File: src/rtl/note_sched_pkg.sv
// Shared types and constants for the note mod-12 scheduler.
package note_sched_pkg;

  // Scheduler FSM states.
  typedef enum logic [1:0] {
    ST_IDLE = 2'd0,
    ST_CALC = 2'd1,
    ST_DONE = 2'd2
  } state_e;

  // Note holder width; holds any 8-bit input, including illegal notes > 127.
  localparam int NOTE_W = 8;

  // Result field widths: pitch class 0..11, octave 0..10.
  localparam int PC_W  = 4;
  localparam int OCT_W = 4;

  // Divisor and the largest legal MIDI note, typed to the holder width.
  localparam logic [NOTE_W-1:0] NOTE_MOD = 8'd12;
  localparam logic [NOTE_W-1:0] MIDI_MAX = 8'd127;

endpackage

File: src/rtl/rr_arbiter.sv
// Combinational round-robin selector: first set request at or above ptr_i,
// wrapping modulo NUM_REQ.
module rr_arbiter #(
  parameter int NUM_REQ = 4,
  parameter int IDX_W   = 2
) (
  input  logic [NUM_REQ-1:0] req_i,
  input  logic [IDX_W-1:0]   ptr_i,
  output logic [NUM_REQ-1:0] grant_o,
  output logic [IDX_W-1:0]   grant_idx_o,
  output logic               any_o
);

  logic             found_c;
  logic [IDX_W-1:0] idx_c;

  // Scan requesters in priority order starting from the pointer.
  always_comb begin
    logic [IDX_W:0] sum;
    found_c = 1'b0;
    idx_c   = '0;
    sum     = '0;
    for (int i = 0; i < NUM_REQ; i++) begin
      sum = {1'b0, ptr_i} + (IDX_W+1)'(i);
      if (sum >= (IDX_W+1)'(NUM_REQ)) begin
        sum = sum - (IDX_W+1)'(NUM_REQ);
      end
      if (!found_c && req_i[sum[IDX_W-1:0]]) begin
        found_c = 1'b1;
        idx_c   = sum[IDX_W-1:0];
      end
    end
  end

  // One-hot decode of the winning index.
  genvar gi;
  generate
    for (gi = 0; gi < NUM_REQ; gi++) begin : g_grant
      assign grant_o[gi] = found_c && (idx_c == IDX_W'(gi));
    end
  endgenerate

  assign grant_idx_o = idx_c;
  assign any_o       = found_c;

endmodule

File: src/rtl/note_mod_scheduler.sv
// Shares one iterative mod-12 / div-12 engine among NUM_REQ requesters.
// Grants round-robin, subtracts 12 per cycle, and reports pitch class and
// octave (or an error for notes above 127) as a one-cycle result pulse.
module note_mod_scheduler
  import note_sched_pkg::*;
#(
  parameter int NUM_REQ = 4
) (
  input  logic                               clk_in,
  input  logic                               rst_in,
  input  logic [NUM_REQ-1:0]                 req_valid_in,
  input  logic [NUM_REQ-1:0][NOTE_W-1:0]     req_note_in,
  output logic [NUM_REQ-1:0]                 req_ready_out,
  output logic                               result_valid_out,
  output logic [$clog2(NUM_REQ)-1:0]         result_id_out,
  output logic [PC_W-1:0]                    pitch_class_out,
  output logic [OCT_W-1:0]                   octave_out,
  output logic                               err_out,
  output logic                               busy_out
);

  localparam int IDX_W = $clog2(NUM_REQ);

  state_e state_q, state_d;

  logic [IDX_W-1:0]   rr_ptr_q, rr_ptr_d;
  logic [NOTE_W-1:0]  holder_q, holder_d;
  logic [OCT_W-1:0]   oct_cnt_q, oct_cnt_d;
  logic [IDX_W-1:0]   id_q, id_d;
  logic [NUM_REQ-1:0] ready_q, ready_d;
  logic               res_valid_q, res_valid_d;
  logic [IDX_W-1:0]   res_id_q, res_id_d;
  logic [PC_W-1:0]    pitch_q, pitch_d;
  logic [OCT_W-1:0]   octave_q, octave_d;
  logic               err_q, err_d;

  logic [NUM_REQ-1:0] grant_c;
  logic [IDX_W-1:0]   grant_idx_c;
  logic               grant_any_c;

  // Illegal notes bypass the divide loop entirely.
  logic note_bad_c;
  logic note_small_c;
  assign note_bad_c   = holder_q > MIDI_MAX;
  assign note_small_c = holder_q < NOTE_MOD;

  rr_arbiter #(
    .NUM_REQ (NUM_REQ),
    .IDX_W   (IDX_W)
  ) u_arb (
    .req_i       (req_valid_in),
    .ptr_i       (rr_ptr_q),
    .grant_o     (grant_c),
    .grant_idx_o (grant_idx_c),
    .any_o       (grant_any_c)
  );

  // State register.
  always_ff @(posedge clk_in or posedge rst_in) begin
    if (rst_in) begin
      state_q <= ST_IDLE;
    end else begin
      state_q <= state_d;
    end
  end

  // Next-state logic: grant, iterate until remainder < 12, report, return.
  always_comb begin
    state_d = state_q;
    unique case (state_q)
      ST_IDLE: if (grant_any_c) state_d = ST_CALC;
      ST_CALC: if (note_bad_c || note_small_c) state_d = ST_DONE;
      ST_DONE: state_d = ST_IDLE;
      default: state_d = ST_IDLE;
    endcase
  end

  // Datapath and registered-output next values; pulses default low.
  always_comb begin
    rr_ptr_d    = rr_ptr_q;
    holder_d    = holder_q;
    oct_cnt_d   = oct_cnt_q;
    id_d        = id_q;
    ready_d     = '0;
    res_valid_d = 1'b0;
    err_d       = 1'b0;
    res_id_d    = res_id_q;
    pitch_d     = pitch_q;
    octave_d    = octave_q;
    unique case (state_q)
      ST_IDLE: begin
        if (grant_any_c) begin
          holder_d  = req_note_in[grant_idx_c];
          id_d      = grant_idx_c;
          oct_cnt_d = '0;
          ready_d   = grant_c;
          rr_ptr_d  = (grant_idx_c == IDX_W'(NUM_REQ - 1)) ? '0
                                                          : grant_idx_c + 1'b1;
        end
      end
      ST_CALC: begin
        if (note_bad_c) begin
          res_valid_d = 1'b1;
          err_d       = 1'b1;
          res_id_d    = id_q;
          pitch_d     = '0;
          octave_d    = '0;
        end else if (!note_small_c) begin
          holder_d  = holder_q - NOTE_MOD;
          oct_cnt_d = oct_cnt_q + 1'b1;
        end else begin
          res_valid_d = 1'b1;
          res_id_d    = id_q;
          pitch_d     = holder_q[PC_W-1:0];
          octave_d    = oct_cnt_q;
        end
      end
      default: ;
    endcase
  end

  // Datapath and output registers.
  always_ff @(posedge clk_in or posedge rst_in) begin
    if (rst_in) begin
      rr_ptr_q    <= '0;
      holder_q    <= '0;
      oct_cnt_q   <= '0;
      id_q        <= '0;
      ready_q     <= '0;
      res_valid_q <= 1'b0;
      res_id_q    <= '0;
      pitch_q     <= '0;
      octave_q    <= '0;
      err_q       <= 1'b0;
    end else begin
      rr_ptr_q    <= rr_ptr_d;
      holder_q    <= holder_d;
      oct_cnt_q   <= oct_cnt_d;
      id_q        <= id_d;
      ready_q     <= ready_d;
      res_valid_q <= res_valid_d;
      res_id_q    <= res_id_d;
      pitch_q     <= pitch_d;
      octave_q    <= octave_d;
      err_q       <= err_d;
    end
  end

  assign req_ready_out    = ready_q;
  assign result_valid_out = res_valid_q;
  assign result_id_out    = res_id_q;
  assign pitch_class_out  = pitch_q;
  assign octave_out       = octave_q;
  assign err_out          = err_q;
  assign busy_out         = (state_q != ST_IDLE);

endmodule

File: config.mk
export PLATFORM = sky130hd
export DESIGN_NAME = note_mod_scheduler
export DESIGN_NICKNAME = d
export VERILOG_FILES = /design/src/rtl/note_sched_pkg.sv /design/src/rtl/rr_arbiter.sv /design/src/rtl/note_mod_scheduler.sv
export SDC_FILE = /design/constraint.sdc
export NUM_CORES = 1
export LEC_CHECK = 0
export ABC_AREA = 1
export CAP_MARGIN = 5
export CELL_PAD_IN_SITES_DETAIL_PLACEMENT = 1
export CELL_PAD_IN_SITES_GLOBAL_PLACEMENT = 2
export CORE_MARGIN = 3
export CORE_UTILIZATION = 28
export CTS_BUF_LIST = sky130_fd_sc_hd__clkbuf_2 sky130_fd_sc_hd__clkbuf_4 sky130_fd_sc_hd__clkbuf_8
export CTS_CLUSTER_DIAMETER = 60
export CTS_CLUSTER_SIZE = 8
export DETAILED_ROUTE_END_ITERATION = 16
export PLACE_DENSITY = 0.89
export SLEW_MARGIN = 10
export SYNTH_ARGS = -nofsm -noshare
export SYNTH_HDL_FRONTEND = slang
export SYNTH_SLANG_ARGS = --single-unit
File: constraint.sdc
create_clock -name clk_in -period 2.9 [get_ports clk_in]
set_clock_uncertainty 0.15 [all_clocks]
set_input_delay 0.58 -clock clk_in [delete_from_list [all_inputs] [get_ports clk_in]]
set_output_delay 0.58 -clock clk_in [all_outputs]
set_load 0.01 [all_outputs]
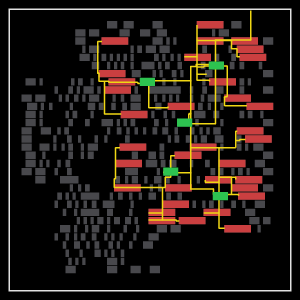
**Above:** run 1 (clock wires, drivers and flops).
Drawn at 3 px/µm.
legend:
  cells driving clock nets:
    colour: green
    count: 5
  clock wires:
    colour: yellow
    length: 450 µm
  flip-flops:
    colour: red
    count: 34
routed clock nets: 6

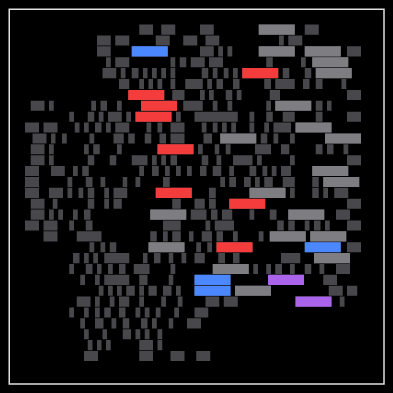
**Above:** run 1 (where the registers sit).
Drawn at 4 px/µm. Other sequential cells in the stronger grey, the rest of the logic in the fainter grey.
legend:
  req_ready_out:
    colour: blue
    placed_flops: 4
  result_id_out:
    colour: purple
    placed_flops: 2
  holder_q:
    colour: red
    placed_flops: 8

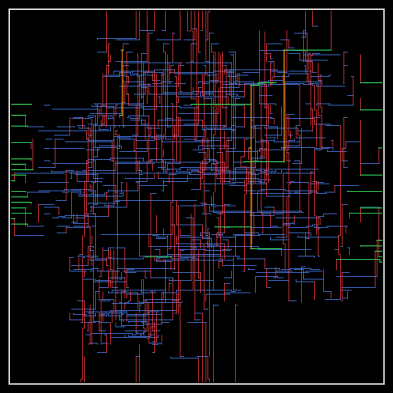
**Above:** run 1 (wiring by layer).
Drawn at 4 px/µm.
legend:
  met2:
    colour: red
    wire_length: 2960 µm
  met3:
    colour: green
    wire_length: 186 µm
  met4:
    colour: orange
    wire_length: 85.0 µm
  met1:
    colour: blue
    wire_length: 2640 µm
post-detailed-routing wire length: 5.87 mm
WL per Instance: 13.1 µm
number of vias after detailed routing: 2011
all-layer global routing usage: 14.3%

==> reports/notes.md, run 1 <==
The flow ran to the end, and the final reports show no timing, DRC or antenna violations. The global routing met1 resource utilization came out at 18.3%. Once the floorplan was initialized, standard cells occupied 29.1% of the core.

The skew report gives the latency at the later pin of the worst-skew pair as 0.28 ns. The post-CTS repair timing setup buffer count came out at 0. The run gives 9.92 mm as the first-pass GRT wire length.

Summing over the stages, the warning tally comes to 26. After routing, the total negative slack on setup checks comes to 0 ns. met3 track demand over resource after global routing is 2.09%.

The slowest library cell on the worst path was clkdlybuf4s50_1. The run gives 0 as the count of inserted antenna diode cells. The worst setup path is launched from a primary input.

With the core footprint at 7330 µm², the count of buffers not belonging to the clock network in the layout is 58. After synthesis, flip-flops and latches occupy 39.9% of the total area. For the post-cts hold buffer count, the log shows 0. Per the layout area report, the sequential fraction of cell area is 29.7%. The kind of cell with the highest combined delay on the critical path is buffers and inverters. Per the Yosys statistics, synthesis produced 292 cells.

The actual slew at the worst max-slew pin was 0.443 ns; the data required time of the critical path was 2.91 ns. Yosys reported a register bit count of 34. The overall die height works out to 93.3 µm.
run 1: layer usage:
metal  up-vias  share of wire (%)
met4         0                1.4
li1       1023                  -
met3         9                3.2
met5         -                  0
met2        39                 50
met1       940                 45
run 1: cell usage after synthesis:
master / count
a31oi_1: 2
inv_2: 3
o21ai_0: 14
a21oi_1: 9
nor2_1: 21
inv_1: 44
buf_6: 5
nor2_4: 2
nor3_1: 2
or2_2: 2
nand4_1: 1
buf_2: 1
o211ai_1: 2
nand3_1: 37
xnor2_1: 1
clkbuf_1: 3
buf_4: 1
o21bai_1: 1
a21boi_1: 1
nand3_4: 3
nand3_2: 5
ha_1: 3
nand2_1: 80
nand2_2: 6
dfrtp_1: 34
o21ai_1: 3
nand2_4: 2
nor2_2: 1
inv_4: 1
xor2_1: 2
run 1: state kept, by name, summed over array words and instances (netlist names):
signal	cells
oct_cnt_q	4
id_q	2
rr_ptr_q	2
err_out	1
holder_q	8
result_valid_out	1
pitch_class_out	4
state_q	2
result_id_out	2
octave_out	4
req_ready_out	4
run 1: cells by family (layout without fill, tap and decap cells):
group	after synthesis	in the layout	share of synthesized area [%]
and+or+nand+nor	162	162	36.8
buffers and inverters	58	114	12.3
DFF	34	34	39.9
AOI/OAI and AO/OA	32	32	8.09
adders and majority gates	3	3	1.76
xor gates and xnor gates	3	3	1.23
run 1: stage by stage:
step	instance area (µm²)	hold WS (ns)	std cells	setup slack [ns]	utilization, %
finish	2860	0.367	447	0.474	39.1
global route	2860	0.404	447	0.247	39.1
CTS	2860	0.369	447	0.449	39.1
detailed placement	2750	0.351	439	0.144	37.5
global placement	2750	0.342	439	0.227	37.5
floorplan	2130	0.316	292	0.773	-
--- run 2 (diff from run 1) ---
Settings changed: CORE_UTILIZATION 28 to 25, PLACE_DENSITY 0.89 to 0.84.
Clock period 2.9 ns to 2 ns, I/O delays scaled along.
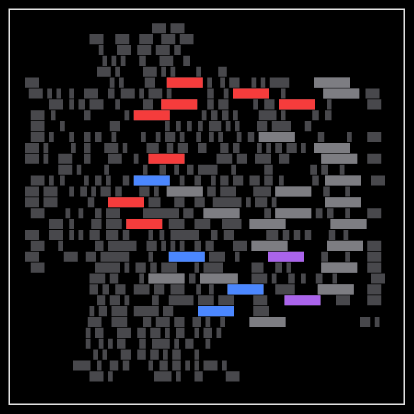
**Above:** run 2 (where the registers sit).
Drawn at 4 px/µm. Other sequential cells in the stronger grey, the rest of the logic in the fainter grey.
legend:
  req_ready_out:
    colour: blue
    placed_flops: 4
  holder_q:
    colour: red
    placed_flops: 8
  result_id_out:
    colour: purple
    placed_flops: 2
not coloured: 20
final core utilization: 40.5%
sequential cell power: 1.18 mW
Flop area: 852 µm²

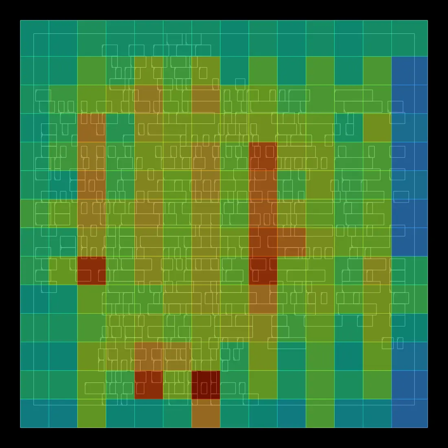
**Above:** run 2 (routing congestion map).
all-layer global routing usage: 12.8%
WL per Instance: 12.5 µm
met1 demand-to-capacity share in global routing: 17.7%
busiest grt layer: met2
met2 GRT Util: 20.3%

==> reports/notes.md, run 2 <==
The run finished, with violations left. The final reports fail on setup timing. For the peak supply drop, the log shows 0.722 mV. The run gives 8 (unchanged) for the number of flip-flops in the largest register.

The core footprint came out at 8260 µm² (+13%). The synthesis stats list as the most numerous cell nand2_1. For the total number of vias, the log shows 2144 (+6.6%). Most used flip-flop cell: dfrtp_1.

The tools report the met3 wire length as 274 µm (+47%). Slowest library cell on the worst path: dfrtp_2. The leakage power in the latest report is 1.63 nW. For the yosys stat cell total, the log shows 292 (unchanged). The run gives 3350 µm² (+17%) as the cell area after layout.

For reference, the top cells by count after synthesis are nand2_1, inv_1, nand3_1. Counting distinct cell types in the post-synthesis netlist gives 30. Ranked by flip-flop count, first place goes to holder_q.

Counting only logic cells after layout, the most numerous master is nand2_1. The actual slew at the worst max-slew pin was 0.439 ns (-0.00407 ns). The run gives 2970 µm² (+8.0%) as the total placed instance area. The logs give 10.3 mm (+3.3%) for the first-pass GRT wire length and 0.29 ns (about the same) for the clock insertion delay at the later pin of the skew report. In this run the top signal layer used is met4.

The fraction of registers with async set/reset is 100% (unchanged). The run gives -0.0792 ns (-0.554 ns) as the smallest setup slack after layout. The met1 routed wirelength after detailed routing was 2.90 mm (+9.9%). The number of enable-type register cells in the synthesized netlist was 0 (unchanged); the data required time of the critical path was 2.02 ns (-0.89 ns).

The tools report the nature of the critical path startpoint as a flop. The share of synthesized area occupied by flip-flops and latches is 39.9% (unchanged). The end-of-flow timing check tallies setup violations at 11. The tools report the final total negative setup slack as -0.582 ns (-0.582 ns). For the mapped cell area, the log shows 2130 µm². The wire length reported by the detailed router is 6.10 mm (+3.9%), and the register bit total from synthesis is 34 (unchanged). The warning total across the stage logs came out at 28 (+7.7%). With the overall die height at 98.4 µm (+5.5%), the routed wire length on met2 is 2.87 mm (-3.0%). For the count of inserted antenna diode cells, the log shows 0 (unchanged).
==> run 2: cell count changes in the layout (fill, tap and decap cells not counted), sizes merged <==
| cell | before | now |
|---|---|---|
| buf | 4 | 37 |
| bufinv | 1 | 0 |
| clkbuf | 7 | 6 |
| clkdlybuf4s50 | 54 | 51 |
| clkinv | 0 | 1 |
| clkinvlp | 0 | 2 |
| dlymetal6s2s | 0 | 3 |
==> run 2: power breakdown <==
part	internal, mW	switching (mW)
combinational	2.22	2.64
clock	0.277	0.259
sequential	0.972	0.204
==> run 2: per-stage QoR <==
| step | hold WS (ns) | cells |
|---|---|---|
| after floorplan | 0.316 | 292 |
| after global placement | 0.343 | 470 |
| after detailed placement | 0.369 | 470 |
| after CTS | 0.382 | 480 |
| after global routing | 0.409 | 487 |
| final | 0.362 | 487 |
==> run 2: layout make-up <==
type | instances | area share (%)
Multi-Input combinational cell | 200 | 35.2
Timing Repair Buffer | 91 | 26.3
Sequential cell | 34 | 25.5
Inverter | 48 | 6.10
Tap cell | 105 | 3.93
Clock buffer | 6 | 2.47
Clock inverter | 2 | 0.374
Timing Repair inverter | 1 | 0.187
==> run 2: kinds of logic after synthesis <==
| logic type | count (synthesis) | synth area share, % |
|---|---|---|
| AND-OR/OR-AND | 32 | 8.09 |
| adder cells (fa/ha/maj) | 3 | 1.76 |
| XOR/XNOR | 3 | 1.23 |
| AND/OR/NAND/NOR | 162 | 36.8 |
| buffers and inverters | 58 | 12.3 |
| flip-flops | 34 | 39.9 |
==> run 2: critical path, delay by kind of cell (launching register included) <==
kind,cells,cell delay [ns]
simple gates,10,0.77
compound gates,1,0.12
buf+inv,3,0.44
flops,1,0.47
==> run 2: repair_timing <==
item	CTS	global route
gates cloned	0	1
setup endpoints to repair	16	22
gates resized	18	47
buffers inserted	2	6
pin swaps	3	12
No activity file was given, so power comes from the tool's default toggle rates.
